## src/rtl/adder_result_collector_pkg.sv

```systemverilog
// Shared types for the adder result collector: nibble width, result record
// and the output-stage state encoding.
package adder_result_collector_pkg;

    localparam int NIBBLE_W = 4;

    localparam logic ST_EMPTY_ENC = 1'b0;
    localparam logic ST_FULL_ENC  = 1'b1;

    typedef struct packed {
        logic                carry;
        logic [NIBBLE_W-1:0] sum;
    } result_t;

    typedef enum logic {
        ST_EMPTY = ST_EMPTY_ENC,
        ST_FULL  = ST_FULL_ENC
    } out_state_e;

endpackage

```

## src/rtl/adder_result_collector_if.sv

```systemverilog
// Upstream result handshake, flush and downstream frame handshake bundled
// into one interface; slave is the collector's view, master the driver's.
interface adder_result_collector_if
    import adder_result_collector_pkg::*;
#(
    parameter int NIBBLES = 4,
    parameter int CNT_W   = 8
);
    logic                               in_valid;
    logic                               in_ready;
    logic [NIBBLE_W-1:0]                in_sum;
    logic                               in_carry;
    logic                               flush;
    logic                               out_valid;
    logic                               out_ready;
    logic [NIBBLE_W*NIBBLES-1:0]        out_data;
    logic [NIBBLES-1:0]                 out_carry;
    logic [$clog2(NIBBLES+1)-1:0]       out_count;
    logic [CNT_W-1:0]                   ovf_count;

    modport slave (
        input  in_valid, in_sum, in_carry, flush, out_ready,
        output in_ready, out_valid, out_data, out_carry, out_count, ovf_count
    );

    modport master (
        output in_valid, in_sum, in_carry, flush, out_ready,
        input  in_ready, out_valid, out_data, out_carry, out_count, ovf_count
    );

endinterface

```

## src/rtl/adder_result_collector_nibble_packer.sv

```systemverilog
// Collect register: packs accepted results slot by slot, closes a frame when
// full or flushed, and holds a closed frame until the output stage is free.
module adder_result_collector_nibble_packer
    import adder_result_collector_pkg::*;
#(
    parameter int NIBBLES = 4
) (
    input  logic                                    clk,
    input  logic                                    rst_n,
    input  logic                                    i_valid,
    input  logic [NIBBLE_W-1:0]                     i_sum,
    input  logic                                    i_carry,
    input  logic                                    i_flush,
    input  logic                                    i_out_free,
    output logic                                    o_ready,
    output logic                                    o_accept,
    output logic                                    o_load,
    output logic [NIBBLE_W*NIBBLES-1:0]             o_data,
    output logic [NIBBLES-1:0]                      o_carry,
    output logic [$clog2(NIBBLES+1)-1:0]            o_count
);
    localparam int DW = NIBBLE_W * NIBBLES;
    localparam int CW = $clog2(NIBBLES + 1);

    logic [DW-1:0]      r_data;
    logic [NIBBLES-1:0] r_carry;
    logic [CW-1:0]      r_idx;
    logic               r_held;

    result_t            w_res;
    logic               w_accept;
    logic               w_close_new;
    logic               w_load;
    logic [CW-1:0]      w_cnt_after;
    logic [DW-1:0]      w_data_m;
    logic [DW-1:0]      w_data_s0;
    logic [NIBBLES-1:0] w_carry_m;
    logic [NIBBLES-1:0] w_carry_s0;

    assign w_res       = '{carry: i_carry, sum: i_sum};
    assign o_ready     = !r_held || i_out_free;
    assign w_accept    = i_valid && o_ready;
    assign w_cnt_after = r_idx + CW'(w_accept);
    // A held frame is already closed, so flush is ignored while holding.
    assign w_close_new = !r_held &&
                         ((w_accept && (r_idx == CW'(NIBBLES - 1))) ||
                          (i_flush && (w_cnt_after != '0)));
    assign w_load      = (r_held || w_close_new) && i_out_free;

    always_comb begin
        w_data_m   = r_data;
        w_carry_m  = r_carry;
        w_data_s0  = '0;
        w_carry_s0 = '0;
        for (int i = 0; i < NIBBLES; i++) begin
            if (w_accept && (r_idx == CW'(i))) begin
                w_data_m[NIBBLE_W*i +: NIBBLE_W] = w_res.sum;
                w_carry_m[i]                     = w_res.carry;
            end
        end
        w_data_s0[NIBBLE_W-1:0] = w_res.sum;
        w_carry_s0[0]           = w_res.carry;
    end

    assign o_accept = w_accept;
    assign o_load   = w_load;
    assign o_data   = r_held ? r_data  : w_data_m;
    assign o_carry  = r_held ? r_carry : w_carry_m;
    assign o_count  = r_held ? r_idx   : w_cnt_after;

    // On a held-frame drain the nibble accepted that cycle starts the next frame.
    always_ff @(posedge clk) begin
        if (!rst_n) begin
            r_data  <= '0;
            r_carry <= '0;
            r_idx   <= '0;
            r_held  <= 1'b0;
        end else if (r_held) begin
            if (i_out_free) begin
                r_held  <= 1'b0;
                r_data  <= w_accept ? w_data_s0  : '0;
                r_carry <= w_accept ? w_carry_s0 : '0;
                r_idx   <= CW'(w_accept);
            end
        end else if (w_close_new && i_out_free) begin
            r_data  <= '0;
            r_carry <= '0;
            r_idx   <= '0;
        end else begin
            r_data  <= w_data_m;
            r_carry <= w_carry_m;
            r_idx   <= w_cnt_after;
            r_held  <= w_close_new;
        end
    end

endmodule

```

## src/rtl/adder_result_collector.sv

```systemverilog
// Collects four_bit_adder results into frames; output register with an
// EMPTY/FULL valid/ready stage and a saturating overflow counter.
module adder_result_collector
    import adder_result_collector_pkg::*;
#(
    parameter int NIBBLES = 4,
    parameter int CNT_W   = 8
) (
    input  logic                      clk,
    input  logic                      rst_n,
    adder_result_collector_if.slave   bus
);
    localparam int DW = NIBBLE_W * NIBBLES;
    localparam int CW = $clog2(NIBBLES + 1);

    out_state_e         r_state;
    out_state_e         w_state_next;
    logic [DW-1:0]      r_out_data;
    logic [NIBBLES-1:0] r_out_carry;
    logic [CW-1:0]      r_out_count;
    logic [CNT_W-1:0]   r_ovf;

    logic               w_out_free;
    logic               w_out_valid;
    logic               w_accept;
    logic               w_load;
    logic [DW-1:0]      w_frame_data;
    logic [NIBBLES-1:0] w_frame_carry;
    logic [CW-1:0]      w_frame_count;

    adder_result_collector_nibble_packer #(
        .NIBBLES (NIBBLES)
    ) u_packer (
        .clk        (clk),
        .rst_n      (rst_n),
        .i_valid    (bus.in_valid),
        .i_sum      (bus.in_sum),
        .i_carry    (bus.in_carry),
        .i_flush    (bus.flush),
        .i_out_free (w_out_free),
        .o_ready    (bus.in_ready),
        .o_accept   (w_accept),
        .o_load     (w_load),
        .o_data     (w_frame_data),
        .o_carry    (w_frame_carry),
        .o_count    (w_frame_count)
    );

    always_ff @(posedge clk) begin
        if (!rst_n) begin
            r_state <= ST_EMPTY;
        end else begin
            r_state <= w_state_next;
        end
    end

    // A load while draining keeps the stage FULL with the new frame.
    always_comb begin
        w_state_next = r_state;
        w_out_valid  = (r_state == ST_FULL);
        w_out_free   = (r_state == ST_EMPTY) || bus.out_ready;
        if (w_load) begin
            w_state_next = ST_FULL;
        end else if (w_out_valid && bus.out_ready) begin
            w_state_next = ST_EMPTY;
        end
    end

    always_ff @(posedge clk) begin
        if (!rst_n) begin
            r_out_data  <= '0;
            r_out_carry <= '0;
            r_out_count <= '0;
            r_ovf       <= '0;
        end else begin
            if (w_load) begin
                r_out_data  <= w_frame_data;
                r_out_carry <= w_frame_carry;
                r_out_count <= w_frame_count;
            end
            if (w_accept && bus.in_carry && (r_ovf != '1)) begin
                r_ovf <= r_ovf + 1'b1;
            end
        end
    end

    assign bus.out_valid = w_out_valid;
    assign bus.out_data  = r_out_data;
    assign bus.out_carry = r_out_carry;
    assign bus.out_count = r_out_count;
    assign bus.ovf_count = r_ovf;

endmodule

```

## src/flat_wrapper.sv

```systemverilog
// flat-port wrapper written by rule: the top's interface ports become plain ports
module adder_result_collector_flat import adder_result_collector_pkg::*;
#(
    parameter int NIBBLES = 4,
    parameter int CNT_W   = 8
)
  (clk, rst_n, bus_in_valid, bus_in_sum, bus_in_carry, bus_flush, bus_out_ready, bus_in_ready, bus_out_valid, bus_out_data, bus_out_carry, bus_out_count, bus_ovf_count);
  adder_result_collector_if #(.NIBBLES(NIBBLES), .CNT_W(CNT_W)) bus_i ();
  input  logic clk;
  input  logic rst_n;
  input wire logic [$bits(bus_i.in_valid)-1:0] bus_in_valid;
  input wire logic [$bits(bus_i.in_sum)-1:0] bus_in_sum;
  input wire logic [$bits(bus_i.in_carry)-1:0] bus_in_carry;
  input wire logic [$bits(bus_i.flush)-1:0] bus_flush;
  input wire logic [$bits(bus_i.out_ready)-1:0] bus_out_ready;
  output wire logic [$bits(bus_i.in_ready)-1:0] bus_in_ready;
  output wire logic [$bits(bus_i.out_valid)-1:0] bus_out_valid;
  output wire logic [$bits(bus_i.out_data)-1:0] bus_out_data;
  output wire logic [$bits(bus_i.out_carry)-1:0] bus_out_carry;
  output wire logic [$bits(bus_i.out_count)-1:0] bus_out_count;
  output wire logic [$bits(bus_i.ovf_count)-1:0] bus_ovf_count;
  assign bus_i.in_valid = bus_in_valid;
  assign bus_i.in_sum = bus_in_sum;
  assign bus_i.in_carry = bus_in_carry;
  assign bus_i.flush = bus_flush;
  assign bus_i.out_ready = bus_out_ready;
  assign bus_in_ready = bus_i.in_ready;
  assign bus_out_valid = bus_i.out_valid;
  assign bus_out_data = bus_i.out_data;
  assign bus_out_carry = bus_i.out_carry;
  assign bus_out_count = bus_i.out_count;
  assign bus_ovf_count = bus_i.ovf_count;
  adder_result_collector #(.NIBBLES(NIBBLES), .CNT_W(CNT_W)) u_core (.clk(clk), .rst_n(rst_n), .bus(bus_i));
endmodule
```

## config.mk

```make
export PLATFORM = sky130hd
export DESIGN_NAME = adder_result_collector_flat
export DESIGN_NICKNAME = d
export VERILOG_FILES = /design/src/rtl/adder_result_collector_pkg.sv /design/src/rtl/adder_result_collector_if.sv /design/src/rtl/adder_result_collector_nibble_packer.sv /design/src/rtl/adder_result_collector.sv /design/src/flat_wrapper.sv
export SDC_FILE = /design/constraint.sdc
export NUM_CORES = 1
export LEC_CHECK = 0
export CAP_MARGIN = 20
export CORE_MARGIN = 2
export CORE_UTILIZATION = 50
export CTS_CLUSTER_SIZE = 40
export DETAILED_ROUTE_END_ITERATION = 7
export GPL_TIMING_DRIVEN = 0
export PLACE_DENSITY = 0.83
export SLEW_MARGIN = 20
export SYNTH_ARGS = -nofsm -noshare
export SYNTH_HDL_FRONTEND = slang
export SYNTH_SLANG_ARGS = --single-unit
```

## constraint.sdc

```tcl
create_clock -name clk -period 3.8 [get_ports clk]
set_input_delay 0.57 -clock clk [delete_from_list [all_inputs] [get_ports clk]]
set_output_delay 0.57 -clock clk [all_outputs]
set_load 0.005 [all_outputs]
```

**Met1 routing**

The bar under the picture is 20 um long. Supply wires on this layer in grey.
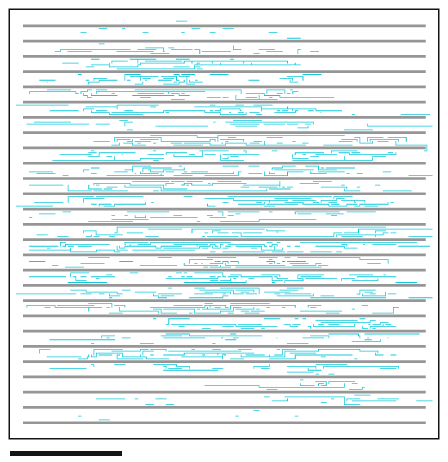
share of all routed wire: 47%
longest straight run: 47.8 um
main direction: horizontal
nets with wire on the layer: 280
final WL: 5760 um
Vias: 2089
routing usage on met1: 27.3%

**The metal 2 layer**

Cells faint in the background.
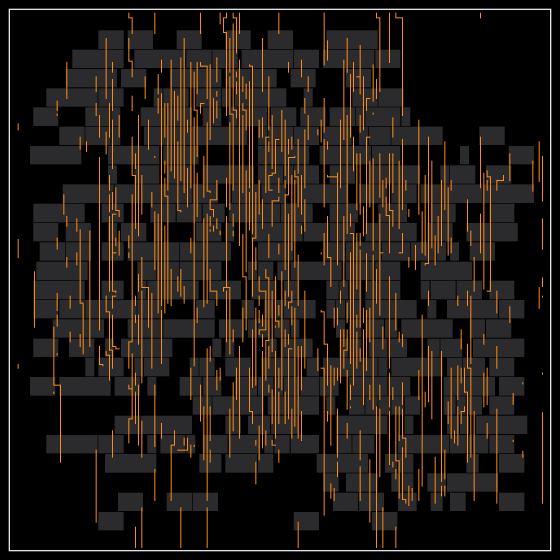
nets with wire on the layer: 269
wire length on this layer: 2700 um
share of all routed wire: 47%
met2 Use GR: 32.6%

==> flow_summary_export.csv <==
group,metric,value,unit
synthesis,ys_sh_simple,16.1,%
sta,finalWorstSetupSlack,0.793,ns
sta,slew_headroom,57.0,%
layout,final_cell_area,3150,sq um
layout,comb_area_share,42.9,%
synthesis,synthMuxAreaShare,8.43,%
drt,drc,0,
sta,worst_pin_slew,0.641,ns
place,io_buffers,36,
layout,num-clock-buffers,5,
flow_run,warnings,26,
power,vdd.ir_drop.worst,0.292,mV
power,p_comb_share,19.6,%
sta,finalHoldViolCount,0,
drt,antenna_left,0,
critical_path,r2r_start,"u_core.u_packer.r_held",
synthesis,ys.flop_type,"dfxtp_1",
sta,min_period,3.01,ns
status,status,"finished, final reports clean",
synthesis,logic_family,"AND-OR/OR-AND gates",
layout,antennaDiodeCount,0,
die,die_w,76.3,um
place,place_ws,0.591,ns
layout,lay_top_cells,"dfxtp_1, clkdlybuf4s50_1, nand2_1, o211a_1, mux2i_1",
synthesis,ys_area,2610,sq um
drt,drt_iter0_drc,115,
layout,seq_area,1120,sq um
drt,top_layer_used,"met4",
power,switching_share,27.9,%
power,power_density,387,nW/um^2
**Signal wires on met3**

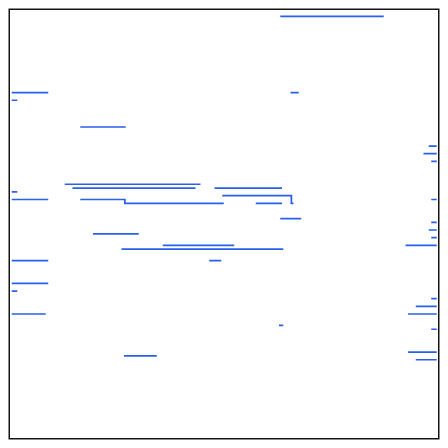
nets with wire on the layer: 32
main direction: horizontal
wire length on this layer: 251 um
longest straight run: 28.5 um
M3 GR Usage: 3.55%

-- cells in the mapped netlist (2+ instances only) --
library cell / number / share of area [%]
a21boi_0: 3 / 0.86
a22o_1: 5 / 1.7
a32o_1: 10 / 3.8
and2_1: 5 / 1.2
and3_1: 2 / 0.48
buf_1: 5 / 0.72
buf_2: 5 / 0.96
buf_6: 4 / 1.7
clkbuf_1: 7 / 1.0
dfxtp_1: 56 / 43
ha_1: 2 / 0.96
inv_1: 3 / 0.43
mux2i_1: 22 / 8.4
nand2_1: 34 / 4.9
nand2b_1: 5 / 1.2
nand3_1: 3 / 0.57
nor2_1: 3 / 0.43
nor2b_1: 3 / 0.72
nor3_1: 6 / 1.2
nor3b_1: 2 / 0.57
o211a_1: 24 / 9.2
o21ai_0: 5 / 0.96
o221a_1: 5 / 2.2
o31ai_2: 2 / 0.96
or3_1: 3 / 0.72
xnor2_1: 3 / 1.0
xor2_1: 5 / 1.7
-- worst min-delay path by stage --
stage,start,to,slack (ns),depth (start not counted)
global placement,u_core.u_packer.r_data[11],u_core.u_packer.r_data[11],0.45,1
detailed placement,u_core.u_packer.r_data[4],u_core.u_packer.r_data[4],0.46,1
global route,u_core.u_packer.r_data[15],u_core.u_packer.r_data[15],0.50,1
floorplan,u_core.u_packer.r_carry[1],u_core.u_packer.r_carry[1],0.44,1
finish,u_core.u_packer.r_carry[2],u_core.u_packer.r_carry[2],0.48,1
CTS,u_core.u_packer.r_data[4],u_core.u_packer.r_data[4],0.48,1
-- worst max-delay path: stages --
cell and delay [ns]:
clkdlybuf4s50_1 0.48, and3b_2 0.35, inv_2 0.09, and3_1 0.20, ha_1 0.31, nor2_1 0.33
a31oi_2 0.24, o31ai_2 0.49, a32o_1 0.20
Power and IR drop assume default switching activity.
